### Register map, names as in the netlist

The bar under the picture is 50 microns long. Other sequential cells in the stronger gray, the rest of the logic in the fainter gray.
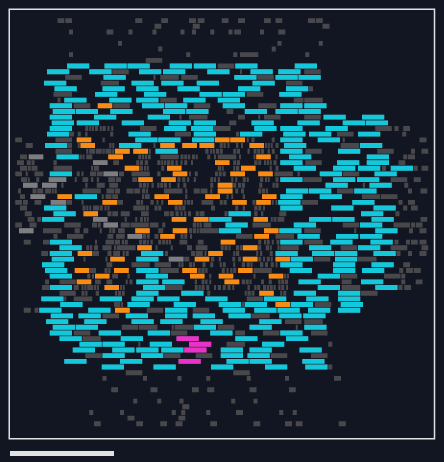
### Metal 1

The bar under the picture is 50 microns long. Supply wires on this layer in gray.
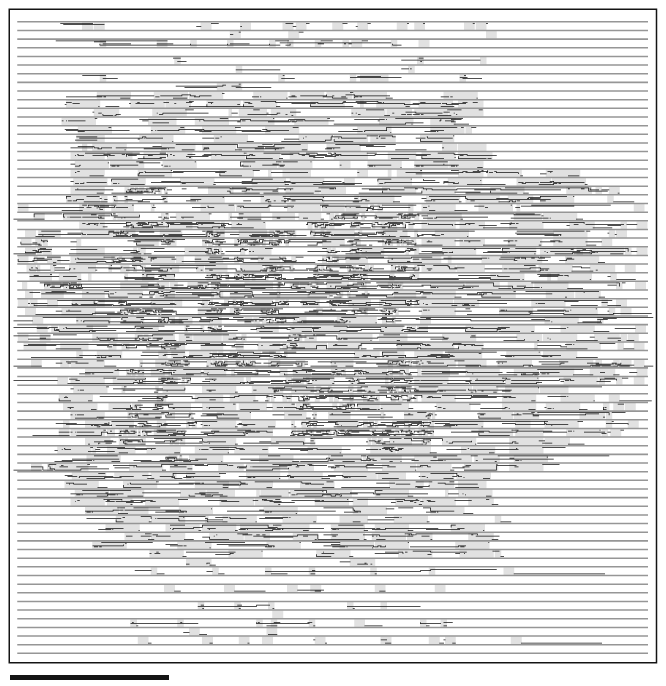
$ cat src/rtl/des_block_loader_if.sv
// Beat-in / block-out handshake bundle for the DES block loader.
// The slave modport is the loader's view; master is the driving/consuming side.
interface des_block_loader_if #(
  parameter int IN_W = 8
);
  logic            i_Valid;
  logic            o_Ready;
  logic [IN_W-1:0] i_Data;
  logic            i_Last;
  logic            i_Decrypt;
  logic            o_Valid;
  logic            i_Ready;
  logic [63:0]     o_Data;
  logic            o_Decrypt;
  logic [1:0]      o_Level;
  logic            o_Err;

  modport slave (
    input  i_Valid, i_Data, i_Last, i_Decrypt, i_Ready,
    output o_Ready, o_Valid, o_Data, o_Decrypt, o_Level, o_Err
  );

  modport master (
    output i_Valid, i_Data, i_Last, i_Decrypt, i_Ready,
    input  o_Ready, o_Valid, o_Data, o_Decrypt, o_Level, o_Err
  );
endinterface

$ cat src/rtl/des_block_loader.sv
// Packs IN_W-bit beats (first beat MSB) into tagged 64-bit DES blocks and queues them in a small FIFO.
// Optional PKCS#5 message-end padding is enabled by defining DES_LOADER_PAD_EN.
module des_block_loader #(
  parameter int IN_W  = 8,
  parameter int DEPTH = 2
) (
  input  logic               i_Clk,
  input  logic               i_Rst,
  des_block_loader_if.slave  bus
);
  localparam int         BEATS     = 64 / IN_W;
  localparam logic [2:0] LAST_BEAT = 3'(BEATS - 1);
  localparam logic [1:0] LAST_SLOT = 2'(DEPTH - 1);
  localparam logic [1:0] DEPTH_L   = 2'(DEPTH);

  typedef enum logic {FILL, PAD} state_t;

  state_t      state_q, state_d;
  logic [2:0]  cnt_q, cnt_d;
  logic [63:0] asm_q, asm_d;
  logic        tag_q, tag_d;
  logic [1:0]  wr_q, wr_d;
  logic [1:0]  rd_q, rd_d;
  logic [1:0]  level_q, level_d;
  logic        err_q, err_d;

  logic [63:0] mem_q [4];
  logic        mem_tag_q [4];

  logic        ready, accept, pop, push, push_tag, beat_tag;
  logic [63:0] push_data, blk_w;

  function automatic logic [1:0] ptr_inc(input logic [1:0] p);
    return (p == LAST_SLOT) ? 2'd0 : p + 2'd1;
  endfunction

`ifdef DES_LOADER_PAD_EN
  // Bytes at index nbytes..7 take the PKCS#5 pad value 8-nbytes.
  function automatic logic [63:0] pad_block(input logic [63:0] blk, input logic [3:0] nbytes);
    logic [63:0] r;
    r = blk;
    for (int b = 0; b < 8; b++) begin
      if (4'(b) >= nbytes) r[63-8*b -: 8] = 8'(4'd8 - nbytes);
    end
    return r;
  endfunction
`endif

  always_comb begin
    state_d   = state_q;
    cnt_d     = cnt_q;
    asm_d     = asm_q;
    tag_d     = tag_q;
    err_d     = 1'b0;
    push      = 1'b0;
    ready     = (state_q == FILL) && (level_q < DEPTH_L) && !i_Rst;
    accept    = bus.i_Valid && ready;
    pop       = (level_q != 2'd0) && bus.i_Ready;
    blk_w     = asm_q;
    blk_w[63 - int'(cnt_q)*IN_W -: IN_W] = bus.i_Data;
    beat_tag  = (cnt_q == 3'd0) ? bus.i_Decrypt : tag_q;
    push_data = blk_w;
    push_tag  = beat_tag;

    if (accept) begin
      asm_d = blk_w;
      tag_d = beat_tag;
      if (cnt_q == LAST_BEAT) begin
        push  = 1'b1;
        cnt_d = 3'd0;
`ifdef DES_LOADER_PAD_EN
        if (bus.i_Last) state_d = PAD;
`endif
      end else if (bus.i_Last) begin
        cnt_d = 3'd0;
`ifdef DES_LOADER_PAD_EN
        push      = 1'b1;
        push_data = pad_block(blk_w, 4'((int'(cnt_q) + 1) * IN_W / 8));
`else
        err_d = 1'b1;
`endif
      end else begin
        cnt_d = cnt_q + 3'd1;
      end
    end

`ifdef DES_LOADER_PAD_EN
    // A full final block is followed by a whole block of padding once there is room.
    if (state_q == PAD && level_q < DEPTH_L) begin
      push      = 1'b1;
      push_data = 64'h0808080808080808;
      push_tag  = tag_q;
      state_d   = FILL;
    end
`endif

    wr_d    = push ? ptr_inc(wr_q) : wr_q;
    rd_d    = pop  ? ptr_inc(rd_q) : rd_q;
    level_d = level_q;
    if (push && !pop)      level_d = level_q + 2'd1;
    else if (!push && pop) level_d = level_q - 2'd1;
  end

  always_ff @(posedge i_Clk) begin
    if (i_Rst) begin
      state_q <= FILL;
      cnt_q   <= 3'd0;
      asm_q   <= 64'd0;
      tag_q   <= 1'b0;
      wr_q    <= 2'd0;
      rd_q    <= 2'd0;
      level_q <= 2'd0;
      err_q   <= 1'b0;
    end else begin
      state_q <= state_d;
      cnt_q   <= cnt_d;
      asm_q   <= asm_d;
      tag_q   <= tag_d;
      wr_q    <= wr_d;
      rd_q    <= rd_d;
      level_q <= level_d;
      err_q   <= err_d;
    end
  end

  // FIFO storage carries data only; emptiness is tracked by level_q.
  always_ff @(posedge i_Clk) begin
    if (push) begin
      mem_q[wr_q]     <= push_data;
      mem_tag_q[wr_q] <= push_tag;
    end
  end

  assign bus.o_Ready   = ready;
  assign bus.o_Valid   = (level_q != 2'd0);
  assign bus.o_Data    = (level_q != 2'd0) ? mem_q[rd_q] : 64'd0;
  assign bus.o_Decrypt = (level_q != 2'd0) ? mem_tag_q[rd_q] : 1'b0;
  assign bus.o_Level   = level_q;
  assign bus.o_Err     = err_q;
endmodule

$ cat src/flat_wrapper.sv
// flat-port wrapper written by rule: the top's interface ports become plain ports
module des_block_loader_flat 
#(
  parameter int IN_W  = 8,
  parameter int DEPTH = 2
)
  (i_Clk, i_Rst, bus_i_Valid, bus_i_Data, bus_i_Last, bus_i_Decrypt, bus_i_Ready, bus_o_Ready, bus_o_Valid, bus_o_Data, bus_o_Decrypt, bus_o_Level, bus_o_Err);
  des_block_loader_if #(.IN_W(IN_W)) bus_i ();
  input  logic i_Clk;
  input  logic i_Rst;
  input wire logic [$bits(bus_i.i_Valid)-1:0] bus_i_Valid;
  input wire logic [$bits(bus_i.i_Data)-1:0] bus_i_Data;
  input wire logic [$bits(bus_i.i_Last)-1:0] bus_i_Last;
  input wire logic [$bits(bus_i.i_Decrypt)-1:0] bus_i_Decrypt;
  input wire logic [$bits(bus_i.i_Ready)-1:0] bus_i_Ready;
  output wire logic [$bits(bus_i.o_Ready)-1:0] bus_o_Ready;
  output wire logic [$bits(bus_i.o_Valid)-1:0] bus_o_Valid;
  output wire logic [$bits(bus_i.o_Data)-1:0] bus_o_Data;
  output wire logic [$bits(bus_i.o_Decrypt)-1:0] bus_o_Decrypt;
  output wire logic [$bits(bus_i.o_Level)-1:0] bus_o_Level;
  output wire logic [$bits(bus_i.o_Err)-1:0] bus_o_Err;
  assign bus_i.i_Valid = bus_i_Valid;
  assign bus_i.i_Data = bus_i_Data;
  assign bus_i.i_Last = bus_i_Last;
  assign bus_i.i_Decrypt = bus_i_Decrypt;
  assign bus_i.i_Ready = bus_i_Ready;
  assign bus_o_Ready = bus_i.o_Ready;
  assign bus_o_Valid = bus_i.o_Valid;
  assign bus_o_Data = bus_i.o_Data;
  assign bus_o_Decrypt = bus_i.o_Decrypt;
  assign bus_o_Level = bus_i.o_Level;
  assign bus_o_Err = bus_i.o_Err;
  des_block_loader #(.IN_W(IN_W), .DEPTH(DEPTH)) u_core (.i_Clk(i_Clk), .i_Rst(i_Rst), .bus(bus_i));
endmodule
$ cat config.mk
export PLATFORM = sky130hd
export DESIGN_NAME = des_block_loader_flat
export DESIGN_NICKNAME = d
export VERILOG_FILES = /design/src/rtl/des_block_loader_if.sv /design/src/rtl/des_block_loader.sv /design/src/flat_wrapper.sv
export SDC_FILE = /design/constraint.sdc
export NUM_CORES = 1
export LEC_CHECK = 0
export CORE_AREA = 2 2 201 203
export CTS_CLUSTER_SIZE = 28
export DETAILED_ROUTE_END_ITERATION = 10
export DIE_AREA = 0 0 203 205
export SETUP_SLACK_MARGIN = 0.05
export SLEW_MARGIN = 20
export SYNTH_ARGS = -nofsm -noshare
export SYNTH_HDL_FRONTEND = slang
export SYNTH_SLANG_ARGS = --single-unit
$ cat constraint.sdc
create_clock -name i_Clk -period 17.3 [get_ports i_Clk]
set_clock_uncertainty 0.15 [all_clocks]
set_input_delay 5.19 -clock i_Clk [delete_from_list [all_inputs] [get_ports i_Clk]]
set_output_delay 5.19 -clock i_Clk [all_outputs]
set_load 0.005 [all_outputs]
==> impl_metrics.ini <==
; implementation run metrics
[worst_setup_path]
worst_path_max_delay_cell = buf_4
critPathLaunchType = input port
worst-setup-path-type = input port to primary output
critical_path.top_delay_family = buffers and inverters
crit_chain = buf_2, buf_4, nor2_1, clkdlybuf4s50_1
cp_max_fo = 70
crit_required_ps = 11960
cp-end-kind = primary output
worstPathBufferInverterCount = 3
critical_path_arrival_ps = 6390
slowest_delay_ps = 570

[detailed_routing]
routedWlPerCell_microns = 19.07
ant_nets = 0
via_per_inst = 5.028
first_pass_iters = 5
drt-initial-drc-count = 627
remaining_drc_errors = 0

[floorplan]
core_area_sq_um = 39370
rows = 73
dieArea_sq_um = 41620
nWellTaps = 525
dieHeight_microns = 205
ios = 84
fp-utilization_pct = 34.57
die_w_microns = 203

[global_route]
grt_usage_pct = 14.39
grt_pass1_vias = 7761
antenna_found_initial = 0
overflow = 0
grt_start_max_net_pins = 71
grt_pass1_wl_mm = 45.73

[clock_tree]
clock_path_buffers = 3
postCtsSetupBuffers = 0
cts_hold_buf = 0
htree_levels = 2
clk_pin_slew_ps = 60
cts.sinks = 337
clkLatencyLatePin_ps = 500
post_cts_resized = 0
cts_buffers = 35
cts_tree = built
cts-root-buf = clkbuf_16

[synthesis]
synth_top_area_share_pct = 57.37
top_cells_by_count = 260 x edfxtp_1, 145 x nand2_1, 77 x dfxtp_1
xor_share_pct = 0.2574
enable_flop_cells = 260
synth_area_sq_um = 13610
ys_warn_count = 0
syn_nets = 975
ys_sh_mux_pct = 10.76
synth.logic.top_family = simple AND/OR/NAND/NOR gates
synth-main-ff-cell = edfxtp_1
synth-async-reset-ratio_pct = 0
synth.largest_area_cell = edfxtp_1
syn_inst = 954
ys_cells = 954
top_cells_by_area = edfxtp_1 57%, dfxtp_1 11%, mux4_2 11%
yosysMostFrequentCell = edfxtp_1
synthSimpleGateAreaFrac_pct = 11.32
ys_seq_elements = 337
synthAoiAreaFrac_pct = 5.516
synth_adder_area_share_pct = 0.6436
synth_area_per_cell_sq_um = 14.27
yosys_area_sq_um = 13610
ys_types = 40
ys_seq_share_pct = 68.70

[layout]
dominant_cells = registers
comb_share_pct = 24.45
nFillCells = 3615
nets = 1035
final-comb-area_sq_um = 3915
buf_share_pct = 5.815
utilization_pct = 40.67
clkbuf_count = 55
n_all_buffers = 97
largest_registers = u_core.mem_q: 256 flops, u_core.asm_q: 64 flops, u_core.mem_tag_q: 4 flops
clock_area_share_pct = 6.667
logic_gate_count = 521
drive_gt1_share_pct = 13.08
lay_top_count = edfxtp_1
instances_no_fill = 1566
largest-register = u_core.mem_q
syn_to_final_growth_pct = 17.63
largest_reg_flops = 256
layout.cells.most_common_list = 260 x edfxtp_1, 145 x nand2_1, 82 x clkdlybuf4s50_1
num-nonclk-inverters = 22
final_design_area_no_fill_sq_um = 16010
num_antenna_cells = 1
nFlopsAndLatches = 337

[place]
placed_area_sq_um = 14940
gp_routability_congestion = 0.7689
dp_slack_ps = 5569
hpwl_mm = 17.65
io_buffer_count = 83
numPlacedInstances = 1502

[timing]
min_period_ps = 11730
timing.final.ws_setup_ps = 5566
relSlewSlack_pct = 29.66
max_freq_ghz = 0.08522
drv_slew = 0
tns_ps = 0
setup_viol = 0
finalHoldViolations = 0
fin_crit_sh_pct = 67.82
tightest_slew_ps = 1055
rsz0062_at_grt = false
holdWs_ps = 270.6

[pwr]
top_power_group = sequential cells
power.clock.total_uw = 699
p_per_area_nw_per_um2 = 99.36
p_int_uw = 1278
ir_worst_vdd_mv = 0.05224
total_power_uw = 1591
clock_power_share_pct = 44.0
p_sw_share_pct = 19.66
combinationalPowerShare_pct = 1.7
p_sw_uw = 312.7
p_leak_uw = 0.004816
pg_comb_uw = 26.6
p_seq_share_pct = 54.4

[job]
log.warning_count = 30
maxCapViolCount = 0

[run_status]
outcome = complete, no violations

[min_path]
holdCritPathClass = flip-flop to flip-flop
## Picture notes: 'Register map, names as in the netlist'
legend:
  magenta:
    signal: u_core.mem_tag_q
    flops: 4
    where: bottom center
  orange:
    signal: u_core.asm_q
    flops: 64
  cyan:
    signal: u_core.mem_q
    flops: 256
not colored: 13
register area: 9354 sq um
flop share of the area: 58.43%
Power Sequential: 865 uW

## Picture notes: 'Metal 1'
wire length on this layer: 13800 microns
longest straight run: 73.1 microns
share of all routed wire: 46%
nets with wire on the layer: 961
M1 GR Usage: 20.70%
via count: 7874
routed wire length: 29.86 mm

cells by family (layout without fill, tap and decap cells):
family,count (synthesis),in the layout
AOI/OAI and AO/OA,137,137
xor gates and xnor gates,4,4
adders and majority gates,7,7
buffers and inverters,96,182
DFF,337,337
muxes,65,65
other,0,1
and+or+nand+nor,308,308
per-layer routing:
layer	part of all wire, %	wire length, microns	global-route usage, %
met1	46	13790	20.70
met2	47	14140	22.98
met3	4.8	1420	2.211
met4	1.7	508	3.493
met5	0	0	0
path summary, 6_finish.rpt:
kind                                      start                  end  slack (ps)  cells after the start
worst max register to register  u_core.cnt_q[2]  u_core.mem_q[1][58]       12940                      6
worst max-delay path                      i_Rst          bus_o_Ready        5570                      4
worst min register to register   u_core.rd_q[1]            flip-flop         270                      2
worst min-delay path             u_core.rd_q[1]            flip-flop         270                      2
Power and IR drop assume default switching activity.
